### Floorplan with the power grid, run 1

Scale bar: 20 um. Pins as bars on the die edge. Tap cells in grey.
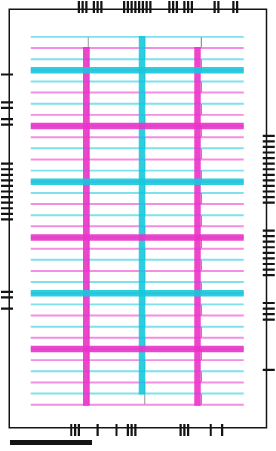
### Placed cells, one colour a class, run 1

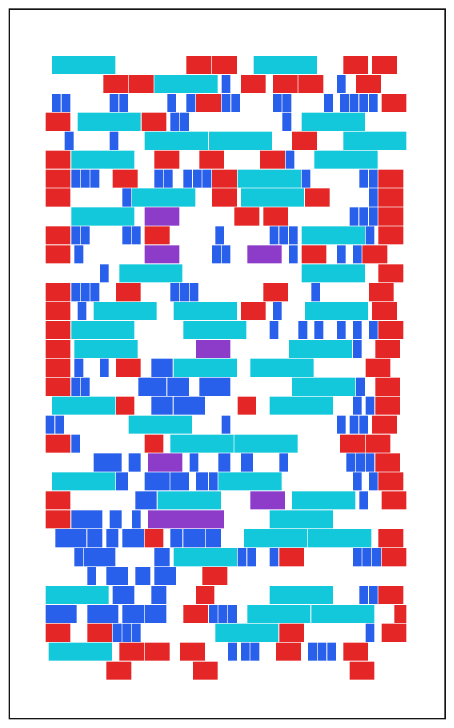
### Clock distribution, run 1

Scale bar: 20 um.
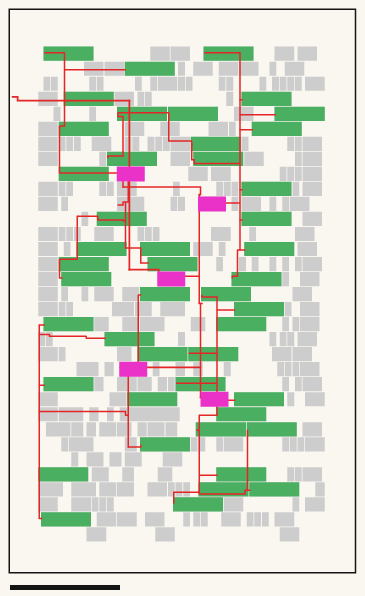
### Metal layers overlaid, run 1

Scale bar: 20 um. Only two layers are drawn.
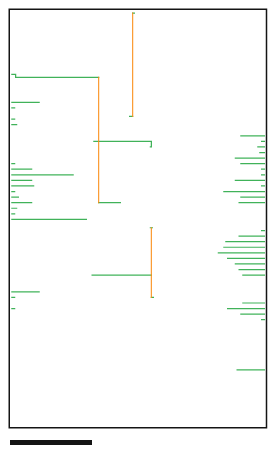
**config.mk**
```make
export PLATFORM = sky130hd
export DESIGN_NAME = regfile_dump_reader
export DESIGN_NICKNAME = d
export VERILOG_FILES = /design/src/rtl/regfile_dump_reader_pkg.sv /design/src/rtl/regfile_dump_reader.sv
export SDC_FILE = /design/constraint.sdc
export NUM_CORES = 1
export LEC_CHECK = 0
export CAP_MARGIN = 20
export CORE_ASPECT_RATIO = 1.75
export CORE_MARGIN = 5
export CORE_UTILIZATION = 40
export DETAILED_ROUTE_END_ITERATION = 12
export PLACE_DENSITY_LB_ADDON = 0.05
export SLEW_MARGIN = 25
export SYNTH_ARGS = -nofsm -noshare
export SYNTH_HDL_FRONTEND = slang
export SYNTH_SLANG_ARGS = --single-unit
```
**constraint.sdc**
```tcl
create_clock -name clk -period 2.3 [get_ports clk]
set_input_delay 0.46 -clock clk [delete_from_list [all_inputs] [get_ports clk]]
set_output_delay 0.46 -clock clk [all_outputs]
set_load 0.02 [all_outputs]
```
**src/rtl/regfile_dump_reader_pkg.sv**
```systemverilog
//------------------------------------------------------------------------------
// regfile_dump_reader_pkg
// Shared state encoding and default geometry for the register-file dump reader.
// Revision: 1.0
//------------------------------------------------------------------------------
`default_nettype none

package regfile_dump_reader_pkg;

   localparam int REG_ADDR_W = 5;
   localparam int XLEN       = 32;
   localparam int NUM_REGS   = 32;

   localparam logic [1:0] ST_IDLE = 2'd0;
   localparam logic [1:0] ST_LOAD = 2'd1;
   localparam logic [1:0] ST_SEND = 2'd2;
   localparam logic [1:0] ST_DONE = 2'd3;

endpackage

`default_nettype wire

```
**src/rtl/regfile_dump_reader.sv**
```systemverilog
//------------------------------------------------------------------------------
// regfile_dump_reader
// Walks the integer register file and streams each entry over valid/ready.
// Revision: 1.0
//------------------------------------------------------------------------------
`default_nettype none

module regfile_dump_reader #(
   parameter int NUM_REGS = regfile_dump_reader_pkg::NUM_REGS,
   parameter int ADDR_W   = regfile_dump_reader_pkg::REG_ADDR_W,
   parameter int DATA_W   = regfile_dump_reader_pkg::XLEN
) (
   input  logic              clk,
   input  logic              rst_n,
   input  logic              start,
   input  logic              abort,
   output logic [ADDR_W-1:0] rd_addr,
   input  logic [DATA_W-1:0] rd_data,
   output logic              out_valid,
   input  logic              out_ready,
   output logic [DATA_W-1:0] out_data,
   output logic [ADDR_W-1:0] out_index,
   output logic              out_last,
   output logic              busy,
   output logic              done
);

   import regfile_dump_reader_pkg::*;

   localparam logic [ADDR_W-1:0] c_last_idx = ADDR_W'(NUM_REGS - 1);

   logic [1:0]        r_state;
   logic [ADDR_W-1:0] r_ptr;
   logic              r_valid;
   logic [DATA_W-1:0] r_data;
   logic [ADDR_W-1:0] r_index;
   logic              r_last;
   logic              w_handshake;

   assign w_handshake = r_valid & out_ready;

   always_ff @(posedge clk or negedge rst_n) begin
      if (!rst_n) begin
         r_state <= ST_IDLE;
         r_ptr   <= '0;
         r_valid <= 1'b0;
         r_data  <= '0;
         r_index <= '0;
         r_last  <= 1'b0;
      end else begin
         case (r_state)
            ST_IDLE: begin
               if (start) begin
                  r_ptr   <= '0;
                  r_state <= ST_LOAD;
               end
            end
            ST_LOAD: begin
               if (abort) begin
                  r_ptr   <= '0;
                  r_valid <= 1'b0;
                  r_state <= ST_IDLE;
               end else begin
                  r_data  <= rd_data;
                  r_index <= r_ptr;
                  r_last  <= (r_ptr == c_last_idx);
                  r_valid <= 1'b1;
                  r_state <= ST_SEND;
               end
            end
            ST_SEND: begin
               // Abort wins over a handshake in the same cycle: the entry is dropped.
               if (abort) begin
                  r_ptr   <= '0;
                  r_valid <= 1'b0;
                  r_state <= ST_IDLE;
               end else if (w_handshake) begin
                  r_valid <= 1'b0;
                  if (r_last) begin
                     r_state <= ST_DONE;
                  end else begin
                     r_ptr   <= r_ptr + ADDR_W'(1);
                     r_state <= ST_LOAD;
                  end
               end
            end
            ST_DONE: begin
               r_ptr   <= '0;
               r_state <= ST_IDLE;
            end
            default: begin
               r_state <= ST_IDLE;
            end
         endcase
      end
   end

   assign rd_addr   = r_ptr;
   assign out_valid = r_valid;
   assign out_data  = r_data;
   assign out_index = r_index;
   assign out_last  = r_last;
   assign busy      = (r_state == ST_LOAD) || (r_state == ST_SEND);
   assign done      = (r_state == ST_DONE);

endmodule

`default_nettype wire
```
==> results.json, run 1 <==
{
  "io_pins": 83,
  "grt_pass1_wl_um": 7921,
  "largestClassByArea": "registers",
  "clkCellAreaFrac_pct": 3.856,
  "p_comb_uw": 1760,
  "gr-usage-met3_pct": 4.329,
  "fin_ws_ns": 0.1808,
  "totalWireLength_um": 4748,
  "cts_max_level": 2,
  "total_power_uw": 3635,
  "path_buffers": 2,
  "utilization_pct": 62.59,
  "top_cells_by_count": "nand2_1 (112), dfrtp_1 (46), ha_1 (7)",
  "ys_cells": 207,
  "dp_slack_ns": 0.3572,
  "p_sw_share_pct": 37.93,
  "final_common_cell": "nand2_1",
  "cts-root-buf": "clkbuf_8",
  "hpwl_um": 3507,
  "flops": 46,
  "rows": 33,
  "cp_cell_sequence": "inv_1 -> ha_1 -> clkdlybuf4s50_1",
  "skew_ns": 0.003433,
  "ys_sh_aoi_pct": 5.852,
  "grt_pass1_vias": 1679,
  "rsz0062_at_grt": "false",
  "die_y_um": 101.8,
  "postCtsSetupRepairBufs": 0,
  "nFillCells": 402,
  "tool_warnings": 30,
  "ir_drop_uv": 815.5,
  "tap_cells": 52,
  "p_int_uw": 2257,
  "xor_share_pct": 0,
  "setup_viol": 0,
  "synth_cell_type_count": 26,
  "wl_per_cell_um": 13.76,
  "synth_chip_area_sq_mm": 0.001924,
  "status": "finished clean",
  "met1_usage_pct": 17.56,
  "ys_seq_share_pct": 59.82,
  "clk_latency_ns": 0.29,
  "dp.cells": 338,
  "reg2reg_setup_slack_ns": 0.54,
  "area_delta_synth_final_pct": 51.76,
  "synth_area_sq_mm": 0.001924,
  "seqPwrFrac_pct": 35.0,
  "nNonClkBuffers": 87,
  "largest_reg_flops": 32,
  "design_area_sq_mm": 0.002920,
  "die_x_um": 62.43,
  "ys_sh_adder_pct": 4.551,
  "timing.critical_path.to": "busy",
  "seq_cell_power_uw": 1270,
  "cp-start-kind": "flop",
  "arrival_ns": 1.66,
  "gr-total-overflow": 0,
  "r2r_end": "rd_addr[2]",
  "cts_tree": "done",
  "topCellsByArea": "dfrtp_1 (60%), nand2_1 (22%), ha_1 (4.6%)",
  "worstPathRequired_ns": 1.84,
  "cp.depth": 3,
  "max_cap_violations": 0,
  "drt_iter0_markers": 28,
  "p_clk_uw": 597,
  "nClkBuffers": 6,
  "path_delay_family": "buffers and inverters",
  "slowest_delay_ns": 0.59,
  "seq-cell-share_pct": 39.42,
  "cp_max_fo": 4,
  "cts_buffer_depth": 2,
  "synthFlopType": "dfrtp_1",
  "fmax_ghz": 0.4719,
  "grt_max_degree": 39,
  "finalMaxSlewViolations": 0,
  "comb-cell-share_pct": 24.51,
  "grt_usage_pct": 15.51,
  "ctsHoldBuffers": 0,
  "wl_met1_um": 1932,
  "leakagePower_uw": 0.001438,
  "hold_viol": 0,
  "simple_gate_share_pct": 25.49,
  "first_pass_iters": 3,
  "mostFrequentLayoutCells": "nand2_1 (112), clkdlybuf4s50_1 (81), dfrtp_1 (46)",
  "top_area_share_pct": 59.82,
  "dr_wl_met3_um": 279,
  "worstSetupEndpointType": "primary output",
  "synth.ff_latch_count": 46,
  "antenna_found_initial": 0,
  "ys_top_logic_family": "simple AND/OR/NAND/NOR gates",
  "vias": 1593,
  "logic_area_sq_um": 715.7,
  "period_minus_slack_ns": 2.119,
  "remaining_drc_errors": 0,
  "critPathKind": "flop to primary output",
  "avgSynthCellArea_sq_um": 9.296,
  "regArea_sq_mm": 0.001151,
  "combPwrFrac_pct": 48.5,
  "synth_area_leader_cell": "dfrtp_1",
  "cts.sinks": 46,
  "cp-startpoint": "r_state[1]",
  "port_buffers": 82,
  "async_flop_share_pct": 100.0,
  "final_antenna_net_count": 0,
  "maxPowerGroup": "combinational logic",
  "cts_resized": 0,
  "reg2regPathDepth": 6,
  "timing.setup.tns_ns": 0,
  "top_usage_layer": "met2",
  "inverters_excl_clock": 6,
  "gp_congestion": 0.7676,
  "core_sq_mm": 0.004666,
  "logic_gate_count": 147,
  "pwr-share-clk_pct": 16.4,
  "cp_slowest_cell": "clkdlybuf4s50_1",
  "switchingPower_uw": 1379,
  "synth_cells": 207
}
Notes on 'Floorplan with the power grid' above:
legend:
  VDD:
    colour: cyan
  VSS:
    colour: magenta
tap cells: 52
met5 straps: 6
signal pins: 83
met1 rails: 34

Notes on 'Placed cells, one colour a class' above:
legend:
  combinational and other logic:
    colour: blue
    cells: 153
  clock drivers and dummy loads:
    colour: purple
    cells: 7
  sequential cells:
    colour: cyan
    cells: 46
  remaining buffers and delay cells:
    colour: red
    cells: 87

Notes on 'Clock distribution' above:
legend:
  clock drivers:
    colour: magenta
    count: 5
  flip-flops:
    colour: green
    count: 46
  clock wires:
    colour: red
    length: 529 um
routed clock nets: 6

Notes on 'Metal layers overlaid' above:
legend:
  metal 3:
    colour: green
    wire_length: 279 um
  metal 4:
    colour: orange
    wire_length: 72.8 um

### Clock wiring as the flow saved it, run 1

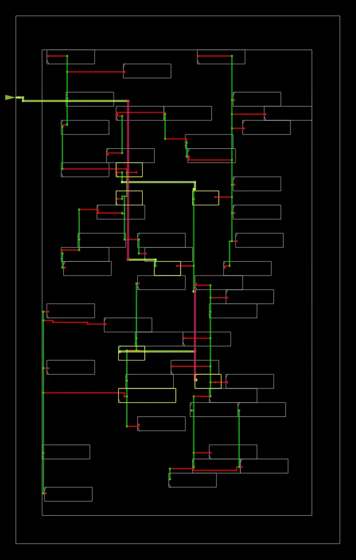

==> run 2, diff against run 1 <==
--- a/config.mk
+++ b/config.mk
@@ -8,7 +8,7 @@
 export CAP_MARGIN = 20
 export CORE_ASPECT_RATIO = 1.75
 export CORE_MARGIN = 5
-export CORE_UTILIZATION = 40
+export CORE_UTILIZATION = 42
 export DETAILED_ROUTE_END_ITERATION = 12
 export PLACE_DENSITY_LB_ADDON = 0.05
 export SLEW_MARGIN = 25
### Clock wiring as the flow saved it, run 2

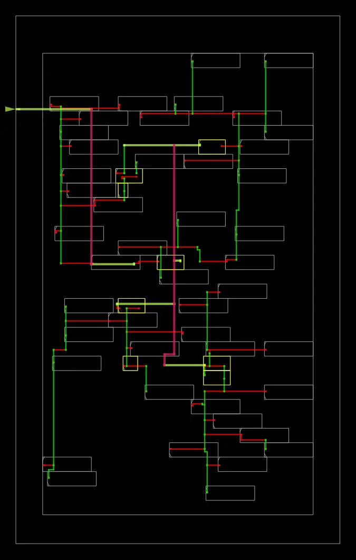
Inserted Clock Buffers: 5
flip-flops: 46
setup clock skew after layout: 0.007651 ns
Clk power: 506 uW
CTS sink count: 46

### Placed cells, one colour a class, run 2

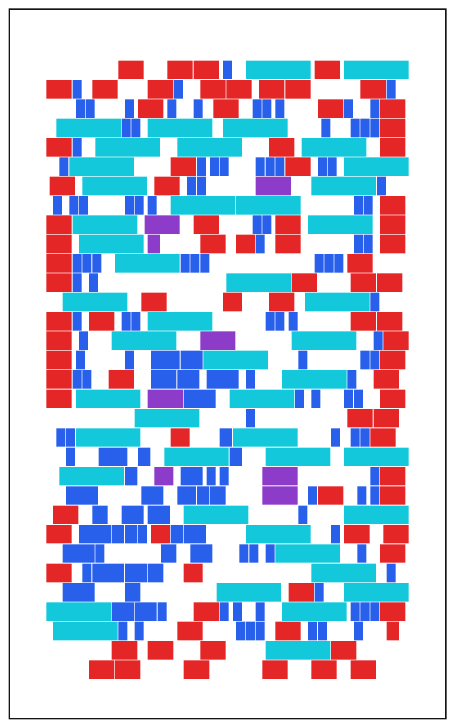
legend:
  remaining buffers and delay cells:
    colour: red
    cells: 87
  sequential cells:
    colour: cyan
    cells: 46
  clock drivers and dummy loads:
    colour: purple
    cells: 8
  combinational and other logic:
    colour: blue
    cells: 153

### Clock distribution, run 2

Scale bar: 20 um.
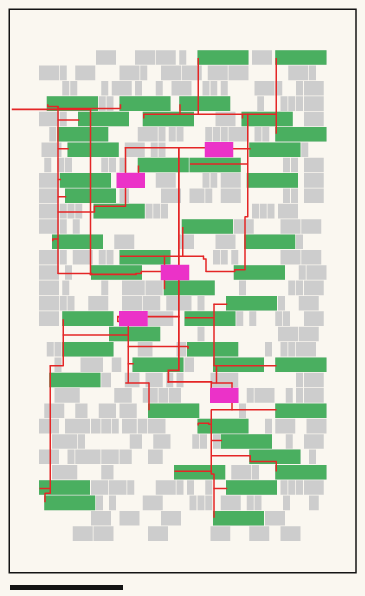
legend:
  clock wires:
    colour: red
    length: 534 um
  flip-flops:
    colour: green
    count: 46
  clock drivers:
    colour: magenta
    count: 5
flops lie: spread over the die

==> results.json, run 2 <==
{
  "switchingPower_uw": 1386,
  "synth_cell_type_count": 26,
  "grt_usage_pct": 16.41,
  "ir_drop_uv": 901.2,
  "avgSynthCellArea_sq_um": 9.296,
  "pwr-share-clk_pct": 14.3,
  "rows": 32,
  "hold_viol": 0,
  "timing.critical_path.to": "busy",
  "gr-total-overflow": 0,
  "grt_pass1_vias": 1628,
  "remaining_drc_errors": 0,
  "rsz0062_at_grt": "false",
  "dp.cells": 337,
  "finalMaxSlewViolations": 0,
  "p_comb_uw": 1760,
  "cts_buffer_depth": 2,
  "utilization_pct": 65.29,
  "nNonClkBuffers": 87,
  "io_pins": 83,
  "synth_chip_area_sq_mm": 0.001924,
  "first_pass_iters": 4,
  "setup_viol": 0,
  "combPwrFrac_pct": 49.8,
  "ctsHoldBuffers": 0,
  "comb-cell-share_pct": 24.67,
  "status": "finished clean",
  "synth.ff_latch_count": 46,
  "clk_latency_ns": 0.30,
  "inverters_excl_clock": 6,
  "total_power_uw": 3536,
  "cp-startpoint": "r_state[1]",
  "simple_gate_share_pct": 25.49,
  "dr_wl_met3_um": 356,
  "cts_resized": 0,
  "cts_max_level": 2,
  "largest_reg_flops": 32,
  "seq-cell-share_pct": 39.67,
  "mostFrequentLayoutCells": "nand2_1 (112), clkdlybuf4s50_1 (81), dfrtp_1 (46)",
  "cp_slowest_cell": "clkdlybuf4s50_1",
  "worstSetupEndpointType": "primary output",
  "ys_seq_share_pct": 59.82,
  "vias": 1630,
  "ys_cells": 207,
  "drt_iter0_markers": 55,
  "port_buffers": 82,
  "tool_warnings": 30,
  "ys_sh_aoi_pct": 5.852,
  "nClkBuffers": 6,
  "nFillCells": 385,
  "gp_congestion": 0.7217,
  "cts_tree": "done",
  "reg2reg_setup_slack_ns": 0.59,
  "design_area_sq_mm": 0.002902,
  "die_y_um": 99.54,
  "wl_per_cell_um": 13.58,
  "p_int_uw": 2150,
  "cts-root-buf": "clkbuf_8",
  "seqPwrFrac_pct": 35.9,
  "synth_area_leader_cell": "dfrtp_1",
  "grt_max_degree": 39,
  "top_cells_by_count": "nand2_1 (112), dfrtp_1 (46), ha_1 (7)",
  "synthFlopType": "dfrtp_1",
  "totalWireLength_um": 4686,
  "r2r_end": "rd_addr[2]",
  "critPathKind": "flop to primary output",
  "clkCellAreaFrac_pct": 3.277,
  "arrival_ns": 1.65,
  "worstPathRequired_ns": 1.84,
  "top_usage_layer": "met2",
  "async_flop_share_pct": 100.0,
  "logic_gate_count": 147,
  "maxPowerGroup": "combinational logic",
  "largestClassByArea": "registers",
  "synth_cells": 207,
  "topCellsByArea": "dfrtp_1 (60%), nand2_1 (22%), ha_1 (4.6%)",
  "postCtsSetupRepairBufs": 0
}
No activity file was given, so power comes from the tool's default toggle rates.
